run_1/layer_met1.png
Supply wires on this layer in grey.
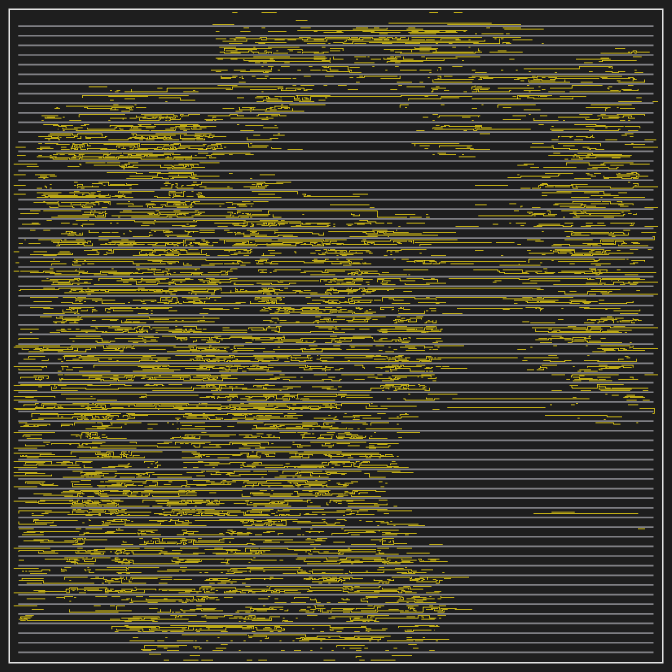
run_1/metal_density.png
The die is cut into 37 by 37 equal tiles; black is low, pale yellow is high, scaled to the fullest tile. Values are wire area over tile area, all layers added.
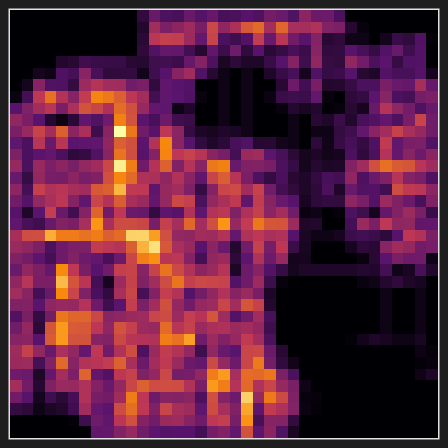
run_1/wires.png
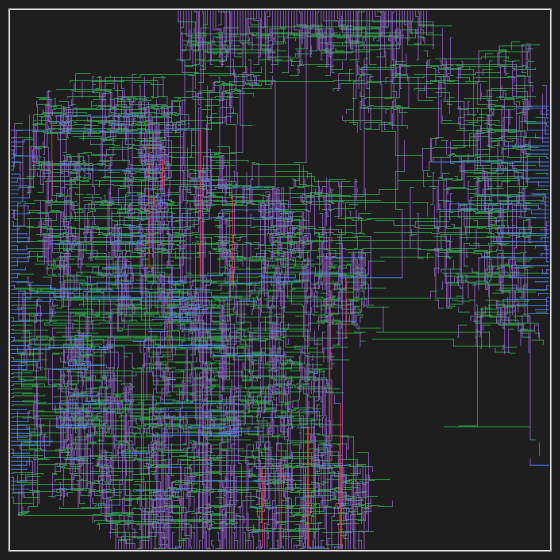
[src/rtl/dma_burst_engine.sv]
// rtl/dma_burst_engine.sv - single-descriptor DMA engine between the DRAM burst bus and GLB SRAM
module dma_burst_engine #(
   parameter int ADDR_W    = 32,
   parameter int DATA_W    = 32,
   parameter int GLB_AW    = 16,
   parameter int MAX_BURST = 16
) (
   input  logic              clk,
   input  logic              rst,
   input  logic              req_valid_i,
   output logic              req_ready_o,
   input  logic [ADDR_W-1:0] req_addr_i,
   input  logic [31:0]       req_len_i,
   input  logic              req_dir_i,
   input  logic [GLB_AW-1:0] req_glb_addr_i,
   output logic              ar_valid_o,
   input  logic              ar_ready_i,
   output logic [ADDR_W-1:0] ar_addr_o,
   output logic [7:0]        ar_len_o,
   input  logic              r_valid_i,
   output logic              r_ready_o,
   input  logic [DATA_W-1:0] r_data_i,
   input  logic              r_last_i,
   output logic              aw_valid_o,
   input  logic              aw_ready_i,
   output logic [ADDR_W-1:0] aw_addr_o,
   output logic [7:0]        aw_len_o,
   output logic              w_valid_o,
   input  logic              w_ready_i,
   output logic [DATA_W-1:0] w_data_o,
   output logic [3:0]        w_strb_o,
   output logic              w_last_o,
   input  logic              b_valid_i,
   output logic              b_ready_o,
   output logic              glb_en_o,
   output logic              glb_we_o,
   output logic [GLB_AW-1:0] glb_addr_o,
   output logic [DATA_W-1:0] glb_wdata_o,
   output logic [3:0]        glb_wstrb_o,
   input  logic [DATA_W-1:0] glb_rdata_i,
   output logic              busy_o,
   output logic              dma_interrupt_o
);

   typedef enum logic [2:0] {
      IDLE, RD_ADDR, RD_DATA, WR_ADDR, WR_DATA, WR_RESP, DONE
   } state_t;

   state_t state_q, state_d;

   logic [ADDR_W-1:0] addr_q;        // DRAM byte address of the next burst
   logic [GLB_AW-1:0] glb_addr_q;    // next GLB word to write (read path) or to fetch (write path)
   logic [30:0]       beats_left_q;  // beats not yet moved on the data channel
   logic [8:0]        burst_q;       // beats in the current burst
   logic [8:0]        beat_q;        // data-channel beats done in the current burst
   logic [8:0]        issued_q;      // GLB reads issued in the current write burst
   logic [3:0]        tail_q;        // strobe for the final beat of the transfer
   logic              inflight_q;    // GLB read issued last cycle, data arrives this cycle

   // two-entry skid buffer between GLB read data and the W channel
   logic [DATA_W-1:0] fifo_mem [0:1];
   logic              fifo_wp, fifo_rp;
   logic [1:0]        fifo_cnt;

   logic [10:0] to_4k;
   logic [30:0] cap_beats, burst_full;
   logic [8:0]  burst_calc, burst_m1;
   logic        accept, addr_fire, r_fire, w_fire, glb_issue, burst_end, last_beat;
   logic        unused;

   // Burst = min(remaining beats, MAX_BURST, beats left before the next 4KB page)
   assign to_4k      = 11'd1024 - {1'b0, addr_q[11:2]};
   assign cap_beats  = (beats_left_q < 31'(MAX_BURST)) ? beats_left_q : 31'(MAX_BURST);
   assign burst_full = ({20'd0, to_4k} < cap_beats) ? {20'd0, to_4k} : cap_beats;
   assign burst_calc = burst_full[8:0];
   assign burst_m1   = burst_calc - 9'd1;

   assign accept    = (state_q == IDLE) && req_valid_i;
   assign addr_fire = ((state_q == RD_ADDR) && ar_ready_i) || ((state_q == WR_ADDR) && aw_ready_i);
   assign r_fire    = (state_q == RD_DATA) && r_valid_i;
   assign w_fire    = (state_q == WR_DATA) && (fifo_cnt != 2'd0) && w_ready_i;
   assign burst_end = (beat_q == burst_q - 9'd1);
   assign last_beat = (beats_left_q == 31'd1);

   // Prefetch while the skid buffer (counting the read in flight) has room after this cycle's pop
   assign glb_issue = (state_q == WR_DATA) && (issued_q != burst_q) &&
                      (({1'b0, fifo_cnt} + {2'b0, inflight_q}) < (3'd2 + {2'b0, w_fire}));

   // r_last_i is informational only; the internal beat counter decides burst ends
   assign unused = ^{r_last_i, burst_full[30:9], burst_m1[8]};

   // State register
   always_ff @(posedge clk or posedge rst) begin
      if (rst) state_q <= IDLE;
      else     state_q <= state_d;
   end

   // Next-state and output decode
   always_comb begin
      state_d         = state_q;
      req_ready_o     = 1'b0;
      ar_valid_o      = 1'b0;
      ar_addr_o       = '0;
      ar_len_o        = '0;
      r_ready_o       = 1'b0;
      aw_valid_o      = 1'b0;
      aw_addr_o       = '0;
      aw_len_o        = '0;
      w_valid_o       = 1'b0;
      w_data_o        = '0;
      w_strb_o        = '0;
      w_last_o        = 1'b0;
      b_ready_o       = 1'b0;
      glb_en_o        = 1'b0;
      glb_we_o        = 1'b0;
      glb_addr_o      = '0;
      glb_wdata_o     = '0;
      glb_wstrb_o     = '0;
      busy_o          = (state_q != IDLE);
      dma_interrupt_o = 1'b0;
      case (state_q)
         IDLE: begin
            req_ready_o = 1'b1;
            if (req_valid_i)
               state_d = (req_len_i == 32'd0) ? DONE : (req_dir_i ? WR_ADDR : RD_ADDR);
         end
         RD_ADDR: begin
            ar_valid_o = 1'b1;
            ar_addr_o  = addr_q;
            ar_len_o   = burst_m1[7:0];
            if (ar_ready_i) state_d = RD_DATA;
         end
         RD_DATA: begin
            r_ready_o = 1'b1;
            if (r_valid_i) begin
               glb_en_o    = 1'b1;
               glb_we_o    = 1'b1;
               glb_addr_o  = glb_addr_q;
               glb_wdata_o = r_data_i;
               glb_wstrb_o = last_beat ? tail_q : 4'b1111;
               if (burst_end) state_d = last_beat ? DONE : RD_ADDR;
            end
         end
         WR_ADDR: begin
            aw_valid_o = 1'b1;
            aw_addr_o  = addr_q;
            aw_len_o   = burst_m1[7:0];
            if (aw_ready_i) state_d = WR_DATA;
         end
         WR_DATA: begin
            if (glb_issue) begin
               glb_en_o   = 1'b1;
               glb_addr_o = glb_addr_q;
            end
            if (fifo_cnt != 2'd0) begin
               w_valid_o = 1'b1;
               w_data_o  = fifo_mem[fifo_rp];
               w_strb_o  = last_beat ? tail_q : 4'b1111;
               w_last_o  = burst_end;
            end
            if (w_fire && burst_end) state_d = WR_RESP;
         end
         WR_RESP: begin
            b_ready_o = 1'b1;
            if (b_valid_i) state_d = (beats_left_q == 31'd0) ? DONE : WR_ADDR;
         end
         DONE: begin
            dma_interrupt_o = 1'b1;
            state_d         = IDLE;
         end
         default: state_d = IDLE;
      endcase
   end

   // Descriptor capture, burst/beat bookkeeping and skid buffer
   always_ff @(posedge clk or posedge rst) begin
      if (rst) begin
         addr_q       <= '0;
         glb_addr_q   <= '0;
         beats_left_q <= '0;
         burst_q      <= '0;
         beat_q       <= '0;
         issued_q     <= '0;
         tail_q       <= '0;
         inflight_q   <= 1'b0;
         fifo_mem[0]  <= '0;
         fifo_mem[1]  <= '0;
         fifo_wp      <= 1'b0;
         fifo_rp      <= 1'b0;
         fifo_cnt     <= '0;
      end else begin
         if (accept) begin
            addr_q       <= req_addr_i;
            glb_addr_q   <= req_glb_addr_i;
            beats_left_q <= {1'b0, req_len_i[31:2]} + {30'd0, |req_len_i[1:0]};
            case (req_len_i[1:0])
               2'd1:    tail_q <= 4'b0001;
               2'd2:    tail_q <= 4'b0011;
               2'd3:    tail_q <= 4'b0111;
               default: tail_q <= 4'b1111;
            endcase
         end
         if (addr_fire) begin
            addr_q   <= addr_q + ADDR_W'({burst_calc, 2'b00});
            burst_q  <= burst_calc;
            beat_q   <= '0;
            issued_q <= '0;
         end
         if (r_fire || w_fire) begin
            beat_q       <= beat_q + 9'd1;
            beats_left_q <= beats_left_q - 31'd1;
         end
         if (r_fire || glb_issue) glb_addr_q <= glb_addr_q + 1'b1;
         if (glb_issue) issued_q <= issued_q + 9'd1;
         inflight_q <= glb_issue;
         if (inflight_q) begin
            fifo_mem[fifo_wp] <= glb_rdata_i;
            fifo_wp           <= ~fifo_wp;
         end
         if (w_fire) fifo_rp <= ~fifo_rp;
         fifo_cnt <= fifo_cnt + {1'b0, inflight_q} - {1'b0, w_fire};
      end
   end

endmodule

[config.mk]
export PLATFORM = sky130hd
export DESIGN_NAME = dma_burst_engine
export DESIGN_NICKNAME = d
export VERILOG_FILES = /design/src/rtl/dma_burst_engine.sv
export SDC_FILE = /design/constraint.sdc
export NUM_CORES = 1
export LEC_CHECK = 0
export ABC_CLOCK_PERIOD_IN_PS = 5800
export CORE_MARGIN = 2
export CORE_UTILIZATION = 38
export CTS_CLUSTER_DIAMETER = 120
export DETAILED_ROUTE_END_ITERATION = 16
export PLACE_DENSITY = 0.79
export SLEW_MARGIN = 0
export SYNTH_ARGS = -nofsm -noshare
export SYNTH_HDL_FRONTEND = slang
export SYNTH_SLANG_ARGS = --single-unit
[constraint.sdc]
create_clock -name clk -period 5.8 [get_ports clk]
set_input_delay 0.58 -clock clk [delete_from_list [all_inputs] [get_ports clk]]
set_output_delay 0.58 -clock clk [all_outputs]
set_load 0.03 [all_outputs]
==> deck_impl_summary.md, run 1 <==
Key Metrics from the Run

Run status
  • Status: completed

Layout
  • Signal buffers: 355
  • Invs w/o clock: 45
  • Sequential cell count: 182
  • Comb_multi_in: 1094
  • Non-Filler Instances: 2111
  • Clock buffers: 17
  • Leading cell kind: combinational gates
  • Register area: 0.004556 mm²
  • Comb/total area: 43.93%
  • Seq/total area: 27.11%

STA
  • Fmax: 0.1807 GHz
  • Final period util: 95.41%
  • Clock Skew: 23.99 ps
  • Post-route setup TNS: 0 ps
  • Slew margin rel.: 24.79%
  • Final hold violations: 0

Routing
  • # DRC: 0
  • Drt pass-1 iters: 5

Logic synthesis
  • Adder Share, Synth: 3.716%
  • Avg Cell Area, Syn: 8.827 µm²
  • Syn Std Cell Area: 0.01232 mm²
  • Synth Seq Share: 36.96%
  • Count leader, synth: dfrtp_1
  • Yosys xor share: 4.905%
  • Synth cell types: 85
  • Leading area contributor after synthesis: dfrtp_1
  • Yosys simple share: 26.15%
  • Syn Inst Count: 1396
  • # Cells Yosys: 1396
  • Post-synth mux share: 10.15%

Worst setup path
  • Worst R2R Setup Slack: 320 ps
  • RR Endpoint: addr_q[18]$_DFFE_PP0P_
  • Crit path launch type: flip-flop
  • Worst-path cell chain: nor4_4 > nand4_1 > nor3_2 > buf_4 > nand2_1 > ha_1 > a21o_1 > a41oi_1 > o211ai_1 > o21bai_4 > nor2b_1 > a21oi_2 > ha_2 > nand2_1 > and3_1 > o32ai_1 > buf_12
  • Crit path buf inv count: 2
  • Worst setup endpoint: aw_len_o[4]
  • CP Launch Point: beats_left_q[9]$_DFFE_PP0P_
  • CP max stage delay: 550 ps
  • R2R cell count: 22

Clock network
  • Cts bufs inserted: 17
  • Post-CTS setup buffers: 0
  • Clock Root Buffer: clkbuf_16
  • Reg clk slew, reported paths: 80 ps
  • CTS Hold Bufs: 0

Pwr
  • Logic pwr share: 55.5%
  • Internal Power: 4591 µW
  • Register share of total power: 29.6%
  • Net Sw Frac: 46.60%
  • Clock Power Share: 15.0%
  • Pwr Total: 8597 µW

Hold path
  • Hold Crit Depth: 1

Global routing
  • First-pass GRT wire length: 59.93 mm
  • Initial antenna violation count: 1
  • Number of global-route vias before repair: 11550

Place
  • GP Congestion: 0.9219
  • Placed cell count: 2077

Floorplanning
  • Tap cells: 402
  • Die ar.: 0.03388 mm²
  • Row count: 65
## Picture notes: layer_met1.png
main direction: horizontal
nets with wire on the layer: 1721
share of all routed wire: 44%
WL final: 37.88 mm
routing usage on met1: 29.06%

## Picture notes: metal_density.png
nearly empty tiles: 20%
fullest tile: 0.67
emptiest ninth of the die: lower right
mean over tiles: 0.18
tiles over half the peak: 15%
Vias: 11910
Routed wire per std cell: 17.95 µm

## Picture notes: wires.png
[green] metal 1 | wire length: 16800 µm
[blue] metal 3 | wire length: 2180 µm
[purple] metal 2 | wire length: 18200 µm
[red] metal 4 | wire length: 637 µm
Tot GR Track Use: 21.79%

[run 1: sequential cells by signal, summed over array words and instances, names as in the netlist]
signal	count
state_q	3
glb_addr_q	16
fifo_mem	64
beat_q	9
addr_q	32
tail_q	4
inflight_q	1
beats_left_q	31
fifo_cnt	2
fifo_wp	1
fifo_rp	1
burst_q	9
issued_q	9
[run 1: routing by layer]
| layer | vias up | wire length (µm) | track usage (%) |
|---|---|---|---|
| met5 | - | 0 | 0 |
| met4 | 0 | 637 | 5.888 |
| met3 | 45 | 2179 | 3.249 |
| met2 | 427 | 18230 | 36.86 |
| met1 | 5799 | 16840 | 29.06 |
| li1 | 5634 | - | - |
## Run 2: what changed since run 1
ABC_AREA = 1   (was unset)
SLEW_MARGIN = 25   (was 0)
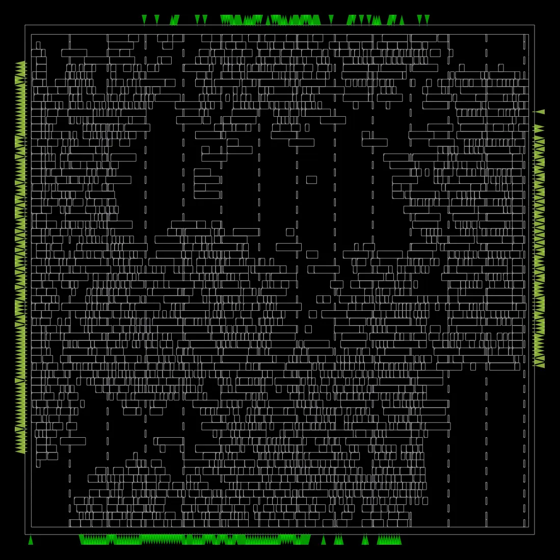
run_2/placement.png
FILL cells: 3099
tap cells: 442
Non-Filler Instances: 2558

==> run 2 against run 1 <==
Net effect:
- combinational power grew 1%
- setup slack gained 240 ps
- critical endpoint is now addr_q[30]$_DFFE_PP0P_
- non-clock buffer count fell by 8
- synthesized cell count rose by 29%
- highest routed layer is now met5
==> deck_impl_summary.md, run 2 <==
Key Metrics from the Run

Run status
  • Status: completed (unchanged)

Logic synthesis
  • Yosys simple share: 29.26% (was 26.15%)
  • Top-area cell share: 36.32% (was 36.96%)
  • Avg Cell Area, Syn: 6.959 µm² (was 8.827 µm²)
  • Synth Seq Share: 36.32% (was 36.96%)
  • Count leader, synth: nand2_1 (was dfrtp_1)
  • Post-synth mux share: 0% (was 10.15%)
  • # Cells Yosys: 1802 (was 1396)
  • Yosys xor share: 4.470% (was 4.905%)
  • Adder Share, Synth: 3.652% (was 3.716%)
  • Syn Inst Count: 1802 (was 1396)
  • Top cells by area: dfrtp_1 (36%), nand2_1 (12%), nor2_1 (7.2%) (was dfrtp_1 (37%), mux2_2 (6.5%), nor2_1 (4.4%))
  • Yosys Chip Area: 0.01254 mm² (was 0.01232 mm²)
  • Synth cell types: 58 (was 85)
  • Leading area contributor after synthesis: dfrtp_1 (unchanged)
  • Syn Std Cell Area: 0.01254 mm² (was 0.01232 mm²)

Floorplanning
  • Row count: 66 (was 65)
  • Die ar.: 0.03447 mm² (was 0.03388 mm²)

Pwr
  • P_seq: 2350 µW (was 2540 µW)
  • Combinational logic power: 4830 µW (was 4770 µW)
  • Net Sw Frac: 49.80% (was 46.60%)
  • Logic pwr share: 57.6% (was 55.5%)
  • Register share of total power: 28.0% (was 29.6%)
  • Leakage Power: 0.007665 µW (was 0.006911 µW)
  • Pwr Total: 8388 µW (was 8597 µW)
  • Internal Power: 4211 µW (was 4591 µW)
  • Clock Power Share: 14.4% (was 15.0%)

STA
  • Post-route setup TNS: 0 ps (unchanged)
  • Minimum clock period: 5294 ps (was 5534 ps)
  • Final period util: 91.28% (was 95.41%)
  • Slew margin rel.: 42.00% (was 24.79%)
  • Fmax: 0.1889 GHz (was 0.1807 GHz)
  • Clock Skew: 15.56 ps (was 23.99 ps)
  • Final hold violations: 0 (unchanged)
  • Final setup violation count: 0 (unchanged)

Clock network
  • Clock Root Buffer: clkbuf_16 (unchanged)
  • CTS Hold Bufs: 0 (unchanged)
  • H-Tree Depth: 4 (unchanged)
  • Reg clk slew, reported paths: 80 ps (about the same)
  • Post-CTS setup buffers: 0 (unchanged)
  • Clk buf depth: 2 (unchanged)
  • Cts bufs inserted: 17 (unchanged)

Worst setup path
  • RR Endpoint: addr_q[30]$_DFFE_PP0P_ (was addr_q[18]$_DFFE_PP0P_)
  • Worst R2R Setup Slack: 510 ps (was 320 ps)
  • R2R cell count: 33 (was 22)
  • CP max stage delay: 400 ps (was 550 ps)
  • CP Launch Point: addr_q[3]$_DFFE_PP0P_ (was beats_left_q[9]$_DFFE_PP0P_)
  • Crit path launch type: flip-flop (unchanged)
  • Worst setup endpoint: addr_q[30]$_DFFE_PP0P_ (was aw_len_o[4])

Routing
  • # DRC: 0 (unchanged)
  • DR WL met3: 2.581 mm (was 2.179 mm)
  • Vias: 13140 (was 11910)
  • Routed wire per std cell: 14.75 µm (was 17.95 µm)
  • WL final: 37.73 mm (was 37.88 mm)
  • Met2 Wirelength: 17.55 mm (was 18.23 mm)
  • Metal-1 WL: 16.44 mm (was 16.84 mm)
  • Top Layer Used: met5 (was met4)
  • Drt pass-1 iters: 5 (unchanged)

Layout
  • Biggest register: fifo_mem (unchanged)
  • Register area: 0.004554 mm² (was 0.004556 mm²)
  • Non-Filler Cell Area, Final: 0.01691 mm² (was 0.01680 mm²)
  • Nets: 2293 (was 1885)
  • Ant diodes: 0 (was 1)
  • Largest registers: fifo_mem: 64 flops, addr_q: 32 flops, beats_left_q: 31 flops (unchanged)
  • Max reg flops: 64 (unchanged)

Global routing
  • Routing usage on met1: 28.20% (was 29.06%)
  • Tot GR Track Use: 21.80% (was 21.79%)
  • Initial antenna violation count: 1 (unchanged)
  • Met2 usage: 36.63% (was 36.86%)
  • Met3 Use GR: 3.561% (was 3.249%)
  • Number of global-route vias before repair: 12550 (was 11550)
  • First-pass GRT wire length: 61.11 mm (was 59.93 mm)
  • Gr busiest metal: met2 (unchanged)

Hold path
  • Hold Crit Depth: 2 (was 1)

Place
  • Placed cell count: 2524 (was 2077)
  • GP Congestion: 0.8925 (was 0.9219)
[run 2: cell types whose count changed after synthesis, sizes merged, moves of 23 or more]
cell / change
xnor2: -23
inv: +200
mux2i: -44
and2: -66
and3: -63
a22oi: +27
a21oi: +29
o21ai: +104
nand2: +304
mux2: -72
nor2: +122
[run 2: layout make-up]
cell class	instances	share of cell area [%]
Multi-Input combinational cell	1308	40.40
Sequential cell	182	26.94
Timing Repair Buffer	347	20.28
Inverter	247	5.514
Tap cell	442	3.271
Clock buffer	17	2.516
Clock inverter	15	1.081
[run 2: worst max-delay path, delay by kind of cell, from the launching register on]
family	cells	cell delay (ps)
buffers and inverters	3	360
AND-OR/OR-AND	5	870
flip-flops	1	400
AND/OR/NAND/NOR	20	2340
XOR/XNOR	1	220
adder cells (fa/ha/maj)	4	1030
## Run 3: what changed since run 2
CORE_UTILIZATION = 45   (was 38)
PLACE_DENSITY = 0.89   (was 0.79)
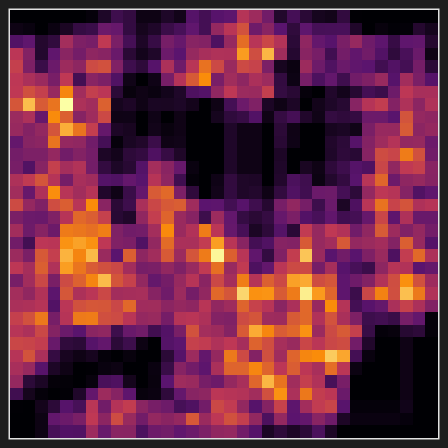
run_3/metal_density.png
The die is cut into 34 by 34 equal tiles; black is low, pale yellow is high, scaled to the fullest tile. Values are wire area over tile area, all layers added.
fullest tile: 0.69
nearly empty tiles: 11%
mean over tiles: 0.22

==> run 3 against run 2 <==
Net effect:
- setup slack gained 51 ps
- global-route usage increased by 3.8 points
- critical path depth shrank 11
- area after synthesis stayed put
- cell area is 0.65% lower
- register-to-register slack gained 60 ps
- combinational power is 0.8% higher
- clock skew shrank 2.6 ps
==> deck_impl_summary.md, run 3 <==
Key Metrics from the Run

Routing
  • DR WL met3: 3.107 mm (was 2.581 mm)
  • WL final: 38.06 mm (was 37.73 mm)
  • Vias per std cell: 5.393 (was 5.137)
  • Initial DRC count: 964 (was 834)
  • # DRC: 0 (unchanged)
  • Detail Route Antenna Nets: 0 (unchanged)
  • Met2 Wirelength: 18.15 mm (was 17.55 mm)
  • Drt pass-1 iters: 5 (unchanged)
  • Top Layer Used: met4 (was met5)
  • Metal-1 WL: 15.67 mm (was 16.44 mm)
  • Routed wire per std cell: 15.26 µm (was 14.75 µm)
  • Vias: 13450 (was 13140)

Layout
  • Non-Filler Cell Area, Final: 0.01680 mm² (was 0.01691 mm²)
  • Post-layout util: 60.79% (was 51.96%)
  • NonClk Buf Share: 20.41% (was 20.28%)
  • Nets: 2293 (unchanged)
  • Clock buffers: 18 (was 17)
  • Clock buf/inv share: 3.546% (was 3.597%)
  • Max reg flops: 64 (unchanged)
  • Comb/total area: 40.56% (was 40.40%)
  • Non-Filler Instances: 2494 (was 2558)
  • FILL cells: 2372 (was 3099)
  • Seq/total area: 27.12% (was 26.94%)
  • Largest registers: fifo_mem: 64 flops, addr_q: 32 flops, beats_left_q: 31 flops (unchanged)
  • Layout cells sized above 1: 6.096% (was 6.333%)
  • Most frequent logic cell in the layout: nand2_1 (unchanged)
  • Biggest register: fifo_mem (unchanged)
  • Signal buffers: 347 (unchanged)
  • Logic area: 0.006813 mm² (was 0.006830 mm²)
  • Comb_multi_in: 1308 (unchanged)
  • Invs w/o clock: 247 (unchanged)
  • Register area: 0.004554 mm² (unchanged)
  • Sequential cell count: 182 (unchanged)
  • Leading cell kind: combinational gates (unchanged)
  • Ant diodes: 0 (unchanged)
  • Top cells excl fill/tap: nand2_1 (408), clkdlybuf4s50_1 (330), nor2_1 (240) (was nand2_1 (407), clkdlybuf4s50_1 (330), nor2_1 (240))

Worst setup path
  • Worst setup endpoint: aw_len_o[6] (was addr_q[30]$_DFFE_PP0P_)
  • CP arrival: 4660 ps (was 5660 ps)
  • CP endpoint kind: output pin (was flip-flop)
  • Crit path launch type: flip-flop (unchanged)
  • Worst-path cell chain: inv_1 > ha_1 > nand3_1 > nor3_2 > nand2_1 > nor2_1 > xor2_1 > ha_1 > a21oi_1 > nor2_1 > a211oi_4 > buf_4 > nand3b_1 > nand2_2 > ha_1 > nand2_2 > nor2_4 > nand2_1 > nand2_1 > nand2_1 > nor2_1 > clkdlybuf4s50_1
  • CP max stage delay: 680 ps (was 400 ps)
  • Crit path buf inv count: 3 (unchanged)
  • Worst R2R Setup Slack: 570 ps (was 510 ps)
  • CP Launch Point: addr_q[2]$_DFFE_PP0P_ (was addr_q[3]$_DFFE_PP0P_)
  • WP depth: 22 (was 33)
  • CP dominant cell by count: nand2_1 (unchanged)
  • Worst path top cell family by delay: simple AND/OR/NAND/NOR gates (unchanged)
  • R2R cell count: 32 (was 33)
  • RR Endpoint: addr_q[31]$_DFFE_PP0P_ (was addr_q[30]$_DFFE_PP0P_)

Floorplanning
  • Core outline area: 0.02763 mm² (was 0.03254 mm²)
  • Die ar.: 0.02922 mm² (was 0.03447 mm²)
  • Row count: 61 (was 66)
  • Tap cells: 378 (was 442)
  • Die width: 170.9 µm (was 185.7 µm)

STA
  • Post-route setup TNS: 0 ps (unchanged)
  • Minimum clock period: 5243 ps (was 5294 ps)
  • WHS: 481.6 ps (was 477.4 ps)
  • Final setup violation count: 0 (unchanged)
  • Slew margin rel.: 34.27% (was 42.00%)
  • Final hold violations: 0 (unchanged)
  • Fmax: 0.1907 GHz (was 0.1889 GHz)
  • Clock Skew: 13.01 ps (was 15.56 ps)
  • Max-slew violation count: 0 (unchanged)
  • Final period util: 90.39% (was 91.28%)

Logic synthesis
  • Synth warn: 0 (unchanged)
  • Synth Seq Share: 36.32% (unchanged)
  • Top-area cell share: 36.32% (unchanged)
  • Count leader, synth: nand2_1 (unchanged)
  • Synth cell types: 58 (unchanged)
  • Synth top cells by count: nand2_1 (408), nor2_1 (241), inv_1 (235) (unchanged)
  • Syn Inst Count: 1802 (unchanged)
  • Avg Cell Area, Syn: 6.959 µm² (unchanged)
  • Yosys Chip Area: 0.01254 mm² (unchanged)
  • # Cells Yosys: 1802 (unchanged)
  • Top cells by area: dfrtp_1 (36%), nand2_1 (12%), nor2_1 (7.2%) (unchanged)
  • Syn Std Cell Area: 0.01254 mm² (unchanged)
  • Leading area contributor after synthesis: dfrtp_1 (unchanged)

Clock network
  • Reg clk slew, reported paths: 70 ps (was 80 ps)
  • Clock Root Buffer: clkbuf_16 (unchanged)
  • Cts bufs inserted: 17 (unchanged)
  • H-Tree Depth: 4 (unchanged)
  • Post-CTS setup buffers: 0 (unchanged)
  • Clk buf depth: 2 (unchanged)
  • CTS Hold Bufs: 0 (unchanged)
  • Clk latency late pin: 440 ps (was 430 ps)

Place
  • Post-DP Area: 0.01618 mm² (was 0.01626 mm²)
  • Port bufs: 331 (unchanged)
  • Place WS: 373.8 ps (was 336.8 ps)
  • GP Congestion: 0.9354 (was 0.8925)
  • Placed cell count: 2461 (was 2524)

Pwr
  • Net Sw Frac: 49.95% (was 49.80%)
  • Register share of total power: 27.9% (was 28.0%)
  • Pwr Total: 8400 µW (was 8388 µW)
  • Leakage Power: 0.007640 µW (was 0.007665 µW)
  • Logic pwr share: 58.0% (was 57.6%)
  • Cell Pwr Density: 500.1 mW/mm² (was 496.2 mW/mm²)
  • Clock Power Share: 14.1% (was 14.4%)
  • Internal Power: 4204 µW (was 4211 µW)

Global routing
  • Met2 usage: 44.13% (was 36.63%)
  • Remaining Overflow, GRT: 0 (unchanged)
  • First-pass GRT wire length: 60.82 mm (was 61.11 mm)
  • Largest net degree at the start of global routing: 96 (was 95)
  • Number of global-route vias before repair: 12960 (was 12550)
  • Initial antenna violation count: 0 (was 1)
  • Met3 Use GR: 5.089% (was 3.561%)
  • Gr busiest metal: met2 (unchanged)
  • Tot GR Track Use: 25.60% (was 21.80%)
  • Routing usage on met1: 31.88% (was 28.20%)

Hold path
  • Worst Hold End: tail_q[0]$_DFFE_PP0P_ (unchanged)
  • Hold Crit Depth: 2 (unchanged)

Run status
  • Status: completed (unchanged)

Run
  • Max Cap Viol: 0 (unchanged)
-- run 3: cell counts after synthesis --
Identical to the previous run, type by type.
-- run 3: power groups by stage --
stage               registers (µW)  logic [µW]  clock network (µW)
finish                        2350        4870                1180
global route                  2420        5360                1260
CTS                           2330        4820                1210
detailed placement            2340        4790                   0
global placement              2310        4620                   0
floorplan                     2220        3380                   0
-- run 3: cells by family (layout without fill, tap and decap cells) --
group	count (synthesis)	count (layout)	synth area share, %
AOI/OAI and AO/OA	355	355	16.55
other	1	6	0.02991
adders and majority gates	36	36	3.652
xor gates and xnor gates	64	64	4.470
DFF	182	182	36.32
and+or+nand+nor	847	847	29.26
buffers and inverters	317	626	9.719

==> gallery <==
Placed cells, one colour a class.
The bar under the picture is 50 µm long. Fill, decap, tap and diode cells in grey.
panel A
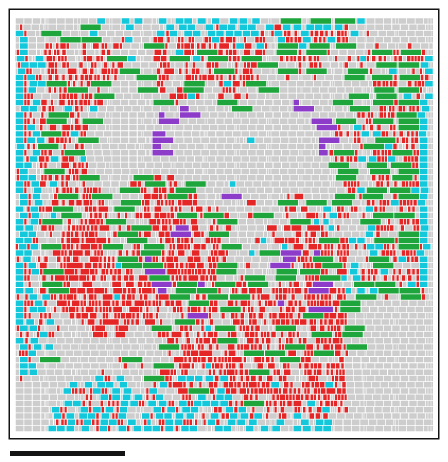
panel B
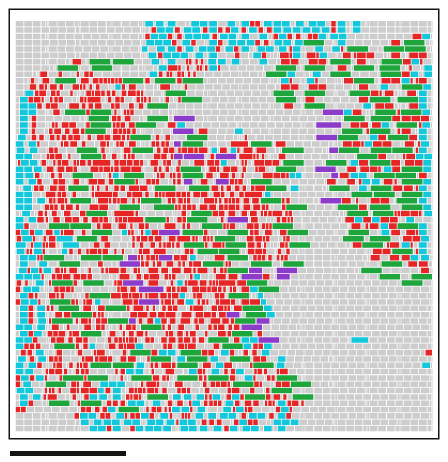
Of these, most cells: panel A
For run 2, see panel A.
For run 1, see panel B.

Power and IR drop assume default switching activity.
